**config.mk**
```make
export PLATFORM = sky130hd
export DESIGN_NAME = serial_result_tx
export DESIGN_NICKNAME = d
export VERILOG_FILES = /design/src/rtl/serial_tx_pkg.sv /design/src/rtl/bit_period_timer.sv /design/src/rtl/serial_result_tx.sv
export SDC_FILE = /design/constraint.sdc
export NUM_CORES = 1
export LEC_CHECK = 0
export ABC_AREA = 1
export ABC_CLOCK_PERIOD_IN_PS = 1900
export CAP_MARGIN = 20
export CELL_PAD_IN_SITES_DETAIL_PLACEMENT = 0
export CELL_PAD_IN_SITES_GLOBAL_PLACEMENT = 2
export CORE_UTILIZATION = 30
export DETAILED_ROUTE_END_ITERATION = 10
export PLACE_DENSITY_LB_ADDON = 0.1
export SLEW_MARGIN = 20
export SYNTH_ARGS = -nofsm -noshare
export SYNTH_HDL_FRONTEND = slang
export SYNTH_HIERARCHICAL = 1
export SYNTH_SLANG_ARGS = --single-unit
```
**constraint.sdc**
```tcl
create_clock -name clk -period 1.9 [get_ports clk]
set_clock_uncertainty 0.15 [all_clocks]
set_input_delay 0.57 -clock clk [delete_from_list [all_inputs] [get_ports clk]]
set_output_delay 0.57 -clock clk [all_outputs]
set_load 0.01 [all_outputs]
```
**src/rtl/serial_tx_pkg.sv**
```systemverilog
// Shared types and width helpers for the serial result transmitter.
// SERIAL_RESULT_TX_PARITY_EN adds the PARITY state for the trailing even-parity bit.
package serial_tx_pkg;

  localparam int DEFAULT_DATA_WIDTH = 32;
  localparam int DEFAULT_CLK_DIV    = 1;

  typedef enum logic [1:0] {
    IDLE   = 2'd0,
    SHIFT  = 2'd1,
    DONE   = 2'd2
`ifdef SERIAL_RESULT_TX_PARITY_EN
    ,
    PARITY = 2'd3
`endif
  } state_t;

  // bit_cnt reaches DATA_WIDTH on the last tick, div_cnt stays below CLK_DIV.
  function automatic int bit_cnt_width(input int data_width);
    return $clog2(data_width + 1);
  endfunction

  function automatic int div_cnt_width(input int clk_div);
    return $clog2(clk_div + 1);
  endfunction

  localparam int DEFAULT_BIT_CNT_W = $clog2(DEFAULT_DATA_WIDTH + 1);
  localparam int DEFAULT_DIV_CNT_W = $clog2(DEFAULT_CLK_DIV + 1);

endpackage

```
**src/rtl/bit_period_timer.sv**
```systemverilog
// Bit-period divider: tick is high on the last clk cycle of each CLK_DIV-cycle bit period.
// The counter holds while run is low and restarts on clear.
module bit_period_timer
  import serial_tx_pkg::*;
#(
  parameter int CLK_DIV = DEFAULT_CLK_DIV
) (
  input  logic clk,
  input  logic rst_n,
  input  logic run,
  input  logic clear,
  output logic tick
);

  localparam int CNT_W = div_cnt_width(CLK_DIV);
  localparam logic [CNT_W-1:0] LAST = CNT_W'(CLK_DIV - 1);

  logic [CNT_W-1:0] div_cnt;

  assign tick = run && (div_cnt == LAST);

  always_ff @(posedge clk or negedge rst_n) begin
    if (!rst_n) begin
      div_cnt <= '0;
    end else if (clear || tick) begin
      div_cnt <= '0;
    end else if (run) begin
      div_cnt <= div_cnt + CNT_W'(1);
    end
  end

endmodule

```
**src/rtl/serial_result_tx.sv**
```systemverilog
// Loads one parallel result word and shifts it out MSB first on sdo with a frame strobe.
// Optional macro SERIAL_RESULT_TX_PARITY_EN appends one even-parity bit to every frame.
module serial_result_tx
  import serial_tx_pkg::*;
#(
  parameter int DATA_WIDTH = DEFAULT_DATA_WIDTH,
  parameter int CLK_DIV    = DEFAULT_CLK_DIV
) (
  input  logic                  clk,
  input  logic                  rst_n,
  input  logic                  ena,
  input  logic                  in_valid,
  output logic                  in_ready,
  input  logic [DATA_WIDTH-1:0] in_data,
  output logic                  sdo,
  output logic                  sframe,
  output logic                  done,
  output logic                  busy,
  output state_t                fsm_state
);

  localparam int BIT_CNT_W = bit_cnt_width(DATA_WIDTH);
  localparam logic [BIT_CNT_W-1:0] LAST_BIT = BIT_CNT_W'(DATA_WIDTH - 1);

  state_t                state;
  state_t                state_nxt;
  logic [DATA_WIDTH-1:0] shift_reg;
  logic [BIT_CNT_W-1:0]  bit_cnt;
  logic                  accept;
  logic                  run;
  logic                  tick;

  // Handshake: a word transfers on a rising edge where in_valid && in_ready;
  // in_ready depends only on state and ena, never on in_valid.
  assign in_ready  = (state == IDLE) && ena;
  assign accept    = in_valid && in_ready;
  assign fsm_state = state;

`ifdef SERIAL_RESULT_TX_PARITY_EN
  logic par;
  assign run = ((state == SHIFT) || (state == PARITY)) && ena;
`else
  assign run = (state == SHIFT) && ena;
`endif

  bit_period_timer #(
    .CLK_DIV (CLK_DIV)
  ) u_timer (
    .clk   (clk),
    .rst_n (rst_n),
    .run   (run),
    .clear (accept),
    .tick  (tick)
  );

  always_ff @(posedge clk or negedge rst_n) begin
    if (!rst_n) begin
      state <= IDLE;
    end else begin
      state <= state_nxt;
    end
  end

  always_comb begin
    state_nxt = state;
    case (state)
      IDLE: begin
        if (accept) state_nxt = SHIFT;
      end
      SHIFT: begin
        if (tick && (bit_cnt == LAST_BIT)) begin
`ifdef SERIAL_RESULT_TX_PARITY_EN
          state_nxt = PARITY;
`else
          state_nxt = DONE;
`endif
        end
      end
`ifdef SERIAL_RESULT_TX_PARITY_EN
      PARITY: begin
        if (tick) state_nxt = DONE;
      end
`endif
      DONE:    state_nxt = IDLE;
      default: state_nxt = IDLE;
    endcase
  end

  // Datapath: in_data is captured only at acceptance and then only shifted.
  always_ff @(posedge clk or negedge rst_n) begin
    if (!rst_n) begin
      shift_reg <= '0;
      bit_cnt   <= '0;
`ifdef SERIAL_RESULT_TX_PARITY_EN
      par       <= 1'b0;
`endif
    end else if (accept) begin
      shift_reg <= in_data;
      bit_cnt   <= '0;
`ifdef SERIAL_RESULT_TX_PARITY_EN
      par       <= ^in_data;
`endif
    end else if ((state == SHIFT) && tick) begin
      shift_reg <= {shift_reg[DATA_WIDTH-2:0], 1'b0};
      bit_cnt   <= bit_cnt + BIT_CNT_W'(1);
    end
  end

  always_comb begin
    sdo    = 1'b0;
    sframe = 1'b0;
    done   = 1'b0;
    busy   = 1'b0;
    case (state)
      SHIFT: begin
        sdo    = shift_reg[DATA_WIDTH-1];
        sframe = 1'b1;
        busy   = 1'b1;
      end
`ifdef SERIAL_RESULT_TX_PARITY_EN
      PARITY: begin
        sdo    = par;
        sframe = 1'b1;
        busy   = 1'b1;
      end
`endif
      DONE: begin
        done = 1'b1;
        busy = 1'b1;
      end
      default: ;
    endcase
  end

endmodule

```
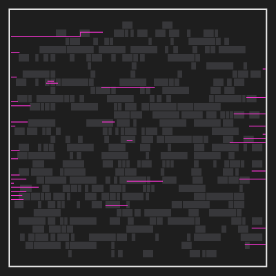
run_1/m3.png
Drawn at 3 px/um. Cells faint in the background.
The layer holds 3.7% of the routed length. The layer carries 198 um of wire. The wires run mostly horizontal. 30 nets have wire on it.

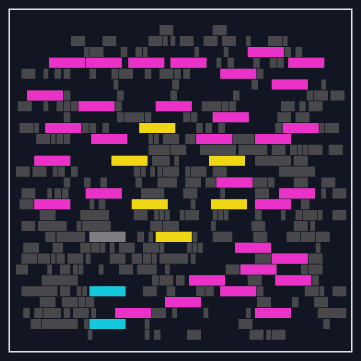
run_1/ff_map.png
Drawn at 4 px/um. Other sequential cells in the stronger grey, the rest of the logic in the fainter grey.
Key: cyan = fsm_state [sequential cells 2]; yellow = bit_cnt [sequential cells 6, where middle]; magenta = shift_reg [sequential cells 32, where widely spread]

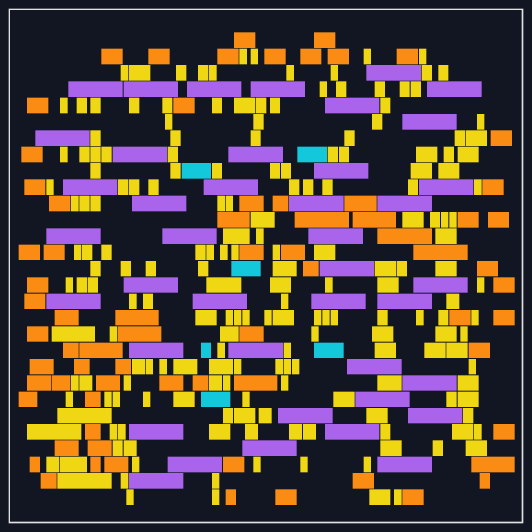
run_1/class_map.png
Drawn at 6 px/um.
Key: purple = registers [cells 41, share of their area 33%]; cyan = clock drivers and dummy loads [cells 6, share of their area 2.4%]; orange = remaining buffers and delay cells [cells 71, share of their area 26%]; yellow = remaining logic cells [cells 192, share of their area 38%]

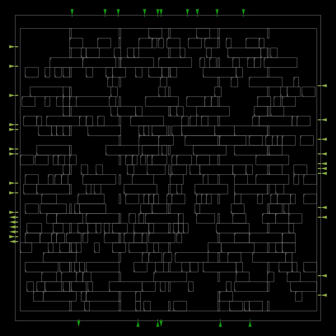
run_1/placed.png
fin cells: 387
Tap Cells: 77

-- run 1: path summary, 6_finish.rpt --
path                                 endpoint           from  slack [ns]
worst max-delay path                 in_ready   fsm_state[0]       -0.04
worst min-delay path             shift_reg[3]          rst_n        0.09
worst max register to register  shift_reg[30]   fsm_state[0]        0.04
worst min register to register  shift_reg[22]  shift_reg[22]        0.36
max in group asynchronous          bit_cnt[5]          rst_n        1.29
min in group clk                shift_reg[22]  shift_reg[22]        0.36
-- run 1: routing by layer --
| layer | vias up | GRT usage [%] | part of all wire (%) |
|---|---|---|---|
| li1 | 949 | - | - |
| met1 | 919 | 20.6 | 50 |
| met2 | 36 | 23.6 | 45 |
| met3 | 6 | 3.11 | 3.7 |
| met4 | 0 | 5.00 | 1.3 |
| met5 | - | 0 | 0 |
==> reports/qor.txt, run 1 <==
Combinational power share - 42.2%
Fin crit share - 102%
NonClk Buf Share - 25.1%
Dpl cell area - 2680 um^2
Minimum clock period - 1.94 ns
Layout Area Growth over Synthesis - 52.4%
Clock Path Buffers - 2
Number of global-route vias before repair - 1859
Routability cong. - 0.697
Syn Nets - 291
Sequential cell area share - 32.4%
AND-OR/OR-AND Cells, Area Fraction - 1.56%
Post-route cell area - 3170 um^2
Power share of the clock group - 15.5%
Highest-count logic cell in the final layout - nand3_1
Non-clk invs - 14
Core region area - 6530 um^2
Die Span Y - 85.3 um
Failing checks - setup timing
Synth Area in Adders - 3.01%
Critical Path Start Type - register
P_seq - 1.46 mW
Syn avg cell area - 8.32 um^2
Core Util, Final - 48.5%
Pwr top - registers
Layout cells sized above 1 - 31.3%
Postcts setup bufs - 2
CTS tree - yes
Initial drt markers - 74
I/O pin count - 43
Critical path depth - 6
Final Setup Violations - 4
Resized Gates After CTS - 45
Status - finished with violations
Cell count in the Yosys report - 250
Max_cap viols - 0
Setup WS post-layout - -0.0354 ns
Synth top area cells - dfrtp_1, nand3_1, nand2_1, buf_6, ha_1
run_1/sizing.png
Drawn at 4 px/um.
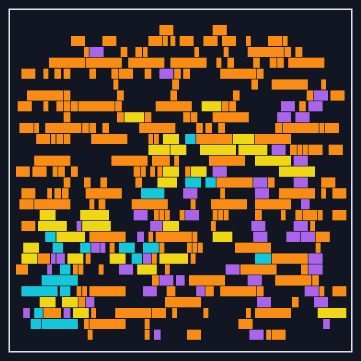

==> run 2: changes to the inputs <==
ABC_AREA = 0   (was 1)
CORE_UTILIZATION = 31   (was 30)
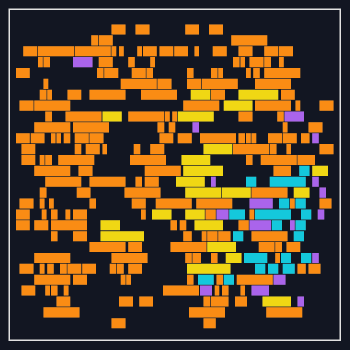
run_2/sizing.png
Drawn at 4 px/um.
Key: cyan = x3 and x4 [cells 20, most used buf_4]; purple = x2 [cells 17, most used buf_2]; yellow = x6 and larger [cells 22, most used buf_12]; orange = x1 and smaller [cells 199, most used dfrtp_1]

==> reports/qor.txt, run 2 <==
Pwr top - registers
Number of enable flip-flop cells - 0
Synth top area cells - dfrtp_1, mux2i_1, o21ai_1, nand2_1, ha_1
Setup WS post-layout - -0.126 ns (-0.0902 ns)
Die Span Y - 82.4 um (-3.4%)
Dpl cell area - 2660 um^2 (-0.79%)
Post-route cell area - 3000 um^2 (-5.3%)
OpenROAD warning count - 32
AND-OR/OR-AND Cells, Area Fraction - 11.6% (+10 points)
Final Setup Violations - 40 (+36)
Highest-count logic cell in the final layout - dfrtp_1
Met2 Track Usage GR - 23.3% (-0.30 points)
Non-clk invs - 3 (-11)
Metal2 WL - 2.12 mm (-12%)
Minimum clock period - 2.03 ns (+0.0902 ns)
Reg area - 1030 um^2
Layout Area Growth over Synthesis - 49.9%
Reg-to-reg startpoint - fsm_state[1]
WL met1 - 2.06 mm (-22%)
Worst setup startpoint - fsm_state[1]
Flop2flop setup slack - -0.13 ns (-0.17 ns)
Layout cells sized above 1 - 22.9% (-8.4 points)
Cell count in the Yosys report - 193 (-23%)
Fin cells - 333 (-14%)
Syn avg cell area - 10.4 um^2 (+25%)
Yosys warnings - 6
# diodes - 0
CTS tree - yes
Fin crit share - 107% (+4.7 points)
R2r endpoint - bit_cnt[5]
Logic area - 976 um^2
Busiest grt layer - met2
Static Leak - 1.49 nW
Most frequent logic cells in the routed design - dfrtp_1, nand2_1, o21ai_1, clkdlybuf4s50_1, mux2i_1
Number of global-route vias before repair - 1533 (-18%)
Layout clock buffer count - 5
NonClk Buf Share - 25.4% (+0.28 points)
P_seq - 1.41 mW (-3%)
Remaining global-route overflow - 0
Slowest stage delay, CP - 0.53 ns
Init Core Util - 33.1%
Met3 GRT Util - 3.74% (+0.62 points)
Clock Path Buffers - 2 (unchanged)
Tap Cells - 75 (-2.6%)
Routability cong. - 0.711 (+2.1%)
Clock Sinks - 41
Sequential cell area share - 34.2% (+1.8 points)
Top routing layer used - met4
Top class by area - registers
Ys flop type - dfrtp_1
Critical Path Start Type - register
Latency at later pin - 0.29 ns
Combinational power share - 37.2% (-5.0 points)
Core Util, Final - 49.5% (+1.0 points)
I/O pin count - 43 (unchanged)
Max_cap viols - 0 (unchanged)
Core region area - 6060 um^2 (-7.2%)
Synth Area in Adders - 3.12% (+0.12 points)
Mux area share - 16.1%
Critical Path Sink - bit_cnt[5]
Syn Nets - 234 (-20%)
Status - finished with violations
Met3 WL - 206 um (+4.6%)
Power share of the clock group - 23.4% (+7.9 points)
DRT Wirelength - 4.44 mm
Critical path depth - 8 (+2)
Max reg flops - 32
DR WL/cell - 13.3 um
Failing checks - setup timing
Initial drt markers - 76 (+2.7%)
Tightest Pin Transition - 0.257 ns
Fill cells - 580
Met1 Usage GRT - 17.8% (-2.8 points)
==> run 2: netlist changes by cell type after synthesis, sizes merged, moves of 2 or more <==
| cell | before | now |
|---|---|---|
| o21ai | 1 | 33 |
| nor2 | 12 | 3 |
| a31oi | 2 | 0 |
| or3 | 0 | 2 |
| and2 | 0 | 3 |
| nor3 | 4 | 1 |
| inv | 14 | 3 |
| nand2 | 61 | 37 |
| nand3 | 90 | 6 |
| mux2i | 0 | 31 |
| xor2 | 0 | 2 |
| clkbuf | 0 | 3 |
| buf | 17 | 9 |
==> run 2: what timing repair did <==
item | CTS | global route
setup buffers | 5 | 1
pin swaps | 1 | 6
resized | 29 | 16
cloned | 3 | 2
setup endpoints to repair | 43 | 43
hold buffers | 0 | 0
==> run 3: changes to the inputs <==
ABC_CLOCK_PERIOD_IN_PS = not set   (was 1900)
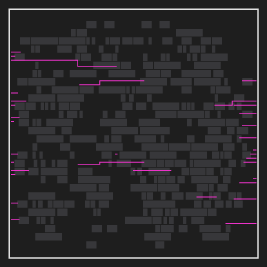
run_3/m3.png
Drawn at 3 px/um. Cells faint in the background.
The layer holds 4.7% of the routed length. The longest straight run is 22.1 um. The layer carries 206 um of wire. 31 nets have wire on it. The wires run mostly horizontal.

==> reports/qor.txt, run 3 <==
I/O pin count - 43 (unchanged)
Postcts setup bufs - 5 (unchanged)
Fin crit share - 107% (unchanged)
P_seq - 1.41 mW (about the same)
Final Setup Violations - 40 (unchanged)
Metal2 WL - 2.12 mm (unchanged)
DR WL/cell - 13.3 um (unchanged)
Clock Sinks - 41 (unchanged)
Die Span Y - 82.4 um (unchanged)
Latency at later pin - 0.29 ns (about the same)
Fin cells - 333 (unchanged)
Status - finished with violations
Ys flop type - dfrtp_1
Resized Gates After CTS - 29 (unchanged)
Routability cong. - 0.711 (unchanged)
Critical Path Start Type - register
Top routing layer used - met4
R2r endpoint - bit_cnt[5]
Synth top area cells - dfrtp_1, mux2i_1, o21ai_1, nand2_1, ha_1
Worst setup startpoint - fsm_state[1]
Flop2flop setup slack - -0.13 ns (about the same)
Cell count in the Yosys report - 193 (unchanged)
Setup WS post-layout - -0.126 ns (unchanged)
CTS tree - yes
Layout cells sized above 1 - 22.9% (unchanged)
Number of global-route vias before repair - 1533 (unchanged)
Initial drt markers - 76 (unchanged)
Max_cap viols - 0 (unchanged)
Met1 Usage GRT - 17.8% (unchanged)
Reg-to-reg startpoint - fsm_state[1]
# diodes - 0 (unchanged)
Core Util, Final - 49.5% (unchanged)
OpenROAD warning count - 32 (unchanged)
WL met1 - 2.06 mm (unchanged)
Most frequent logic cells in the routed design - dfrtp_1, nand2_1, o21ai_1, clkdlybuf4s50_1, mux2i_1
Met2 Track Usage GR - 23.3% (unchanged)
Syn avg cell area - 10.4 um^2 (unchanged)
Post-route cell area - 3000 um^2 (unchanged)
Fill cells - 580 (unchanged)
Max reg flops - 32 (unchanged)
Failing checks - setup timing
Remaining global-route overflow - 0 (unchanged)
Syn Nets - 234 (unchanged)
Pwr top - registers
Minimum clock period - 2.03 ns (unchanged)
run 3: final cells by class:
| class | instances | area [um^2] | share of cell area (%) |
|---|---|---|---|
| Tap cell | 75 | 93.8 | 3.13 |
| Clock inverter | 3 | 65.1 | 2.17 |
| Sequential cell | 41 | 1030 | 34.2 |
| Clock buffer | 5 | 68.8 | 2.29 |
| Multi-Input combinational cell | 137 | 976 | 32.5 |
| Timing Repair Buffer | 69 | 762 | 25.4 |
| Inverter | 3 | 11.3 | 0.375 |
run 3: cell families (layout without fill, tap and decap cells):
family	after synthesis	in the layout	share of synthesized area, %
multiplexers	32	32	16.1
XOR/XNOR	2	2	0.875
AND/OR/NAND/NOR	56	56	13.1
AND-OR/OR-AND	42	42	11.6
buffers and inverters	15	80	4.12
flip-flops	41	41	51.2
adder cells (fa/ha/maj)	5	5	3.12
Power figures rest on the tool's default switching activity, not on a simulated workload.
